===== config.mk =====
export PLATFORM = sky130hd
export DESIGN_NAME = multicycle_controller
export DESIGN_NICKNAME = d
export VERILOG_FILES = /design/src/rtl/multicycle_controller_pkg.sv /design/src/rtl/multicycle_controller_stall_timer.sv /design/src/rtl/multicycle_controller.sv
export SDC_FILE = /design/constraint.sdc
export NUM_CORES = 1
export LEC_CHECK = 0
export CELL_PAD_IN_SITES_DETAIL_PLACEMENT = 0
export CELL_PAD_IN_SITES_GLOBAL_PLACEMENT = 1
export CORE_AREA = 2 2 62 64
export CTS_CLUSTER_SIZE = 20
export DETAILED_ROUTE_END_ITERATION = 6
export DIE_AREA = 0 0 64 66
export PLACE_DENSITY_LB_ADDON = 0.2
export RECOVER_POWER = 25
export SYNTH_ARGS = -nofsm -noshare
export SYNTH_HDL_FRONTEND = slang
export SYNTH_SLANG_ARGS = --single-unit

===== constraint.sdc =====
create_clock -name clk_i -period 5.09 [get_ports clk_i]
set_input_delay 1.2725 -clock clk_i [delete_from_list [all_inputs] [get_ports clk_i]]
set_output_delay 1.2725 -clock clk_i [all_outputs]
set_load 0.03 [all_outputs]

===== src/rtl/multicycle_controller_pkg.sv =====
// rtl/multicycle_controller_pkg.sv - shared states, opcodes and datapath select encodings
package multicycle_controller_pkg;

    typedef enum logic [3:0] {
        ST_FETCH  = 4'd0,
        ST_DECODE = 4'd1,
        ST_EXEC_R = 4'd2,
        ST_EXEC_I = 4'd3,
        ST_ADDR   = 4'd4,
        ST_MEM_RD = 4'd5,
        ST_MEM_WR = 4'd6,
        ST_WB_ALU = 4'd7,
        ST_WB_MEM = 4'd8,
        ST_BRANCH = 4'd9,
        ST_JUMP   = 4'd10,
        ST_FAULT  = 4'd11
    } state_e;

    localparam logic [5:0] OP_R   = 6'b000000;
    localparam logic [5:0] OP_LW  = 6'b100011;
    localparam logic [5:0] OP_SW  = 6'b101011;
    localparam logic [5:0] OP_BEQ = 6'b000100;
    localparam logic [5:0] OP_BNE = 6'b000101;
    localparam logic [5:0] OP_ORI = 6'b001101;
    localparam logic [5:0] OP_LUI = 6'b001111;
    localparam logic [5:0] OP_J   = 6'b000010;
    localparam logic [5:0] OP_JAL = 6'b000011;

    localparam logic [1:0] PC_SRC_ALU    = 2'b00;
    localparam logic [1:0] PC_SRC_BRANCH = 2'b01;
    localparam logic [1:0] PC_SRC_JUMP   = 2'b10;

    localparam logic [1:0] REG_DST_RT = 2'b00;
    localparam logic [1:0] REG_DST_RD = 2'b01;
    localparam logic [1:0] REG_DST_RA = 2'b10;

    localparam logic [1:0] MEM_TO_REG_ALU = 2'b00;
    localparam logic [1:0] MEM_TO_REG_MDR = 2'b01;
    localparam logic [1:0] MEM_TO_REG_PC  = 2'b10;

    localparam logic [1:0] ALU_B_RT      = 2'b00;
    localparam logic [1:0] ALU_B_FOUR    = 2'b01;
    localparam logic [1:0] ALU_B_IMM     = 2'b10;
    localparam logic [1:0] ALU_B_IMM_SH2 = 2'b11;

    localparam logic [1:0] ALU_OP_ADD   = 2'b00;
    localparam logic [1:0] ALU_OP_SUB   = 2'b01;
    localparam logic [1:0] ALU_OP_FUNCT = 2'b10;
    localparam logic [1:0] ALU_OP_OR    = 2'b11;

endpackage


===== src/rtl/multicycle_controller_stall_timer.sv =====
// rtl/multicycle_controller_stall_timer.sv - consecutive memory-stall counter with timeout flag
module mc_stall_timer #(
    parameter int MEM_TIMEOUT = 15
) (
    input  logic clk_i,
    input  logic rst_ni,
    input  logic wait_i,
    input  logic ready_i,
    output logic timeout_o
);

    localparam int W = (MEM_TIMEOUT < 2) ? 1 : $clog2(MEM_TIMEOUT + 1);
    localparam logic [W-1:0] LIMIT = W'(MEM_TIMEOUT - 1);

    logic [W-1:0] count_q;
    logic [W-1:0] count_d;
    logic         stalled;

    // The count holds the stall cycles already spent, so the cycle that would
    // make it MEM_TIMEOUT is the one that raises the timeout.
    assign stalled   = wait_i && !ready_i;
    assign timeout_o = stalled && (count_q == LIMIT);

    // Count only uninterrupted stalls; anything else starts over from zero.
    always_comb begin
        count_d = '0;
        if (stalled && !timeout_o) begin
            count_d = count_q + W'(1);
        end
    end

    // Stall count register.
    always_ff @(posedge clk_i or negedge rst_ni) begin
        if (!rst_ni) begin
            count_q <= '0;
        end else begin
            count_q <= count_d;
        end
    end

endmodule


===== src/rtl/multicycle_controller.sv =====
// rtl/multicycle_controller.sv - multicycle MIPS-style control FSM with memory stall timeout
module multicycle_controller
    import multicycle_controller_pkg::*;
#(
    parameter int MEM_TIMEOUT = 15
) (
    input  logic       clk_i,
    input  logic       rst_ni,
    input  logic [5:0] opcode_i,
    input  logic       zero_i,
    input  logic       mem_ready_i,
    output logic       pc_write_o,
    output logic [1:0] pc_src_o,
    output logic       ir_write_o,
    output logic       iord_o,
    output logic       mem_read_o,
    output logic       mem_write_o,
    output logic       reg_write_o,
    output logic [1:0] reg_dst_o,
    output logic [1:0] mem_to_reg_o,
    output logic       alu_src_a_o,
    output logic [1:0] alu_src_b_o,
    output logic [1:0] alu_op_o,
    output logic       zero_ext_o,
    output logic       lui_o,
    output logic       fault_o,
    output logic [3:0] state_o
);

    state_e     state_q, state_d;
    logic [5:0] opcode_q, opcode_d;
    logic       mem_wait;
    logic       timeout;

    assign mem_wait = (state_q == ST_FETCH) || (state_q == ST_MEM_RD) || (state_q == ST_MEM_WR);

    mc_stall_timer #(
        .MEM_TIMEOUT(MEM_TIMEOUT)
    ) u_stall_timer (
        .clk_i    (clk_i),
        .rst_ni   (rst_ni),
        .wait_i   (mem_wait),
        .ready_i  (mem_ready_i),
        .timeout_o(timeout)
    );

    // The IR is only valid in DECODE, so capture it there and hold it for the rest of the instruction.
    assign opcode_d = (state_q == ST_DECODE) ? opcode_i : opcode_q;

    // State and latched opcode registers.
    always_ff @(posedge clk_i or negedge rst_ni) begin
        if (!rst_ni) begin
            state_q  <= ST_FETCH;
            opcode_q <= '0;
        end else begin
            state_q  <= state_d;
            opcode_q <= opcode_d;
        end
    end

    // Next-state sequencing.
    always_comb begin
        state_d = state_q;
        case (state_q)
            ST_FETCH: begin
                if (timeout)          state_d = ST_FAULT;
                else if (mem_ready_i) state_d = ST_DECODE;
            end
            ST_DECODE: begin
                case (opcode_d)
                    OP_R:           state_d = ST_EXEC_R;
                    OP_ORI, OP_LUI: state_d = ST_EXEC_I;
                    OP_LW, OP_SW:   state_d = ST_ADDR;
                    OP_BEQ, OP_BNE: state_d = ST_BRANCH;
                    OP_J, OP_JAL:   state_d = ST_JUMP;
                    default:        state_d = ST_FAULT;
                endcase
            end
            ST_EXEC_R, ST_EXEC_I: state_d = ST_WB_ALU;
            ST_ADDR:   state_d = (opcode_q == OP_LW) ? ST_MEM_RD : ST_MEM_WR;
            ST_MEM_RD: begin
                if (timeout)          state_d = ST_FAULT;
                else if (mem_ready_i) state_d = ST_WB_MEM;
            end
            ST_MEM_WR: begin
                if (timeout)          state_d = ST_FAULT;
                else if (mem_ready_i) state_d = ST_FETCH;
            end
            ST_WB_ALU, ST_WB_MEM, ST_BRANCH, ST_JUMP: state_d = ST_FETCH;
            ST_FAULT:  state_d = ST_FAULT;
            default:   state_d = ST_FAULT;
        endcase
    end

    // Control decode; everything is forced quiet while reset is held so no write escapes an abort.
    always_comb begin
        pc_write_o   = 1'b0;
        pc_src_o     = PC_SRC_ALU;
        ir_write_o   = 1'b0;
        iord_o       = 1'b0;
        mem_read_o   = 1'b0;
        mem_write_o  = 1'b0;
        reg_write_o  = 1'b0;
        reg_dst_o    = REG_DST_RT;
        mem_to_reg_o = MEM_TO_REG_ALU;
        alu_src_a_o  = 1'b0;
        alu_src_b_o  = ALU_B_RT;
        alu_op_o     = ALU_OP_ADD;
        zero_ext_o   = 1'b0;
        lui_o        = 1'b0;
        if (rst_ni) begin
            case (state_q)
                ST_FETCH: begin
                    mem_read_o  = 1'b1;
                    ir_write_o  = mem_ready_i;
                    pc_write_o  = mem_ready_i;
                    alu_src_b_o = ALU_B_FOUR;
                end
                ST_DECODE: alu_src_b_o = ALU_B_IMM_SH2;
                ST_EXEC_R: begin
                    alu_src_a_o = 1'b1;
                    alu_op_o    = ALU_OP_FUNCT;
                end
                ST_EXEC_I: begin
                    alu_src_a_o = 1'b1;
                    alu_src_b_o = ALU_B_IMM;
                    alu_op_o    = ALU_OP_OR;
                    zero_ext_o  = 1'b1;
                    lui_o       = (opcode_q == OP_LUI);
                end
                ST_ADDR: begin
                    alu_src_a_o = 1'b1;
                    alu_src_b_o = ALU_B_IMM;
                end
                ST_MEM_RD: begin
                    mem_read_o = 1'b1;
                    iord_o     = 1'b1;
                end
                ST_MEM_WR: begin
                    mem_write_o = 1'b1;
                    iord_o      = 1'b1;
                end
                ST_WB_ALU: begin
                    reg_write_o = 1'b1;
                    reg_dst_o   = (opcode_q == OP_R) ? REG_DST_RD : REG_DST_RT;
                end
                ST_WB_MEM: begin
                    reg_write_o  = 1'b1;
                    mem_to_reg_o = MEM_TO_REG_MDR;
                end
                ST_BRANCH: begin
                    alu_src_a_o = 1'b1;
                    alu_op_o    = ALU_OP_SUB;
                    pc_src_o    = PC_SRC_BRANCH;
                    pc_write_o  = (opcode_q == OP_BEQ) ? zero_i : !zero_i;
                end
                ST_JUMP: begin
                    pc_src_o   = PC_SRC_JUMP;
                    pc_write_o = 1'b1;
                    if (opcode_q == OP_JAL) begin
                        reg_write_o  = 1'b1;
                        reg_dst_o    = REG_DST_RA;
                        mem_to_reg_o = MEM_TO_REG_PC;
                    end
                end
                default: ;
            endcase
        end
    end

    assign fault_o = (state_q == ST_FAULT);
    assign state_o = state_q;

endmodule

Fig. 1: supply network
Scale bar: 20 µm. Pins as bars on the die edge.
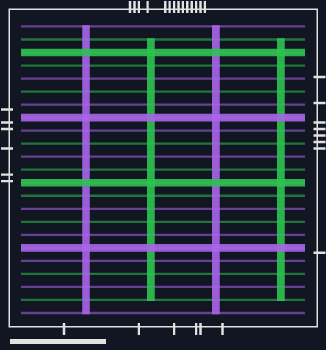
VDD: marked green. VSS: marked purple.
4 straps on met4. The core has 22 rows.
die extent in y: 66 µm
horizontal extent of the die: 64 µm

Fig. 2: cell classes on the final placement
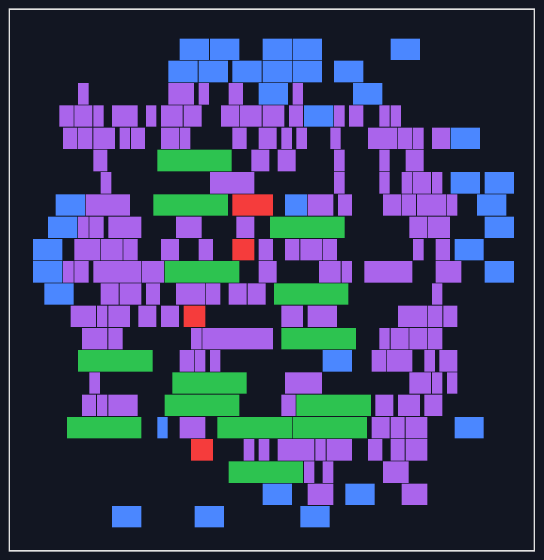
clock drivers and dummy loads: marked red, cells 4. combinational and other logic: marked purple, cells 145. remaining buffers and delay cells: marked blue, cells 35. sequential cells: marked green, cells 14.
sequential share of cell area: 20.6%
Finished Core Util: 47.9%
standard-cell rows: 22

Fig. 3: clock wires, drivers and flops
Scale bar: 20 µm.
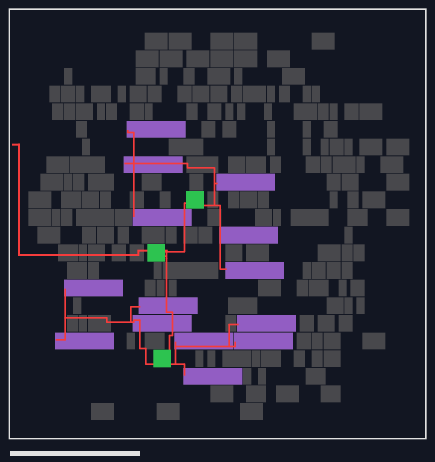
clock drivers: marked green, count 3. clock wires: marked red, length 183 µm. flip-flops: marked purple, count 14.
There are 4 routed clock nets.
P_clk: 0.0790 mW
part of the total power dissipated in the clock network: 8.1%
worst setup skew after layout: 2.72 ps

==> reports/results.ini <==
[outcome]
run_status=finished clean

[worst_setup_path]
critical-path-slowest-cell=dlygate4sd3_1
cpPeakStageDelay_ps=710
regToRegSetupSlack_ps=2610
cp-startpoint=rst_ni
timing.critical_path.arrival_ps=3380
criticalPathCategory=primary input to primary output

[synthesis]
topCombFamilyByArea=simple AND/OR/NAND/NOR gates
synth-cells-yosys=170
synth.top_cells.by_area=dfrtp_1 27%, nor2_1 5.4%, a21oi_1 4.2%
synth.cellmix.simpleShare_pct=34.7

[job]
warnings=27

[finish]
instances_no_fill=246
syn2layout_area_growth_pct=29.5
nNonClkInverters=10
comb_area_um2=873

[clocking]
numClockSinks=14
maximum_buffer_depth_of_the_clock_tree=2
clock_latency_ps=280
cts_tree=built

[power_and_ir_drop]
internal_power_mw=0.468
power.combinational.total_mw=0.595
vdd_drop_max_uv=220

[timing]
grt_setup_unrepaired=false
setup_tns_ps=0

[global_routing]
grt_first_pass_wirelength_um=5710

[floorplan]
num_io_pins=34

No activity file was given, so power comes from the tool's default toggle rates.
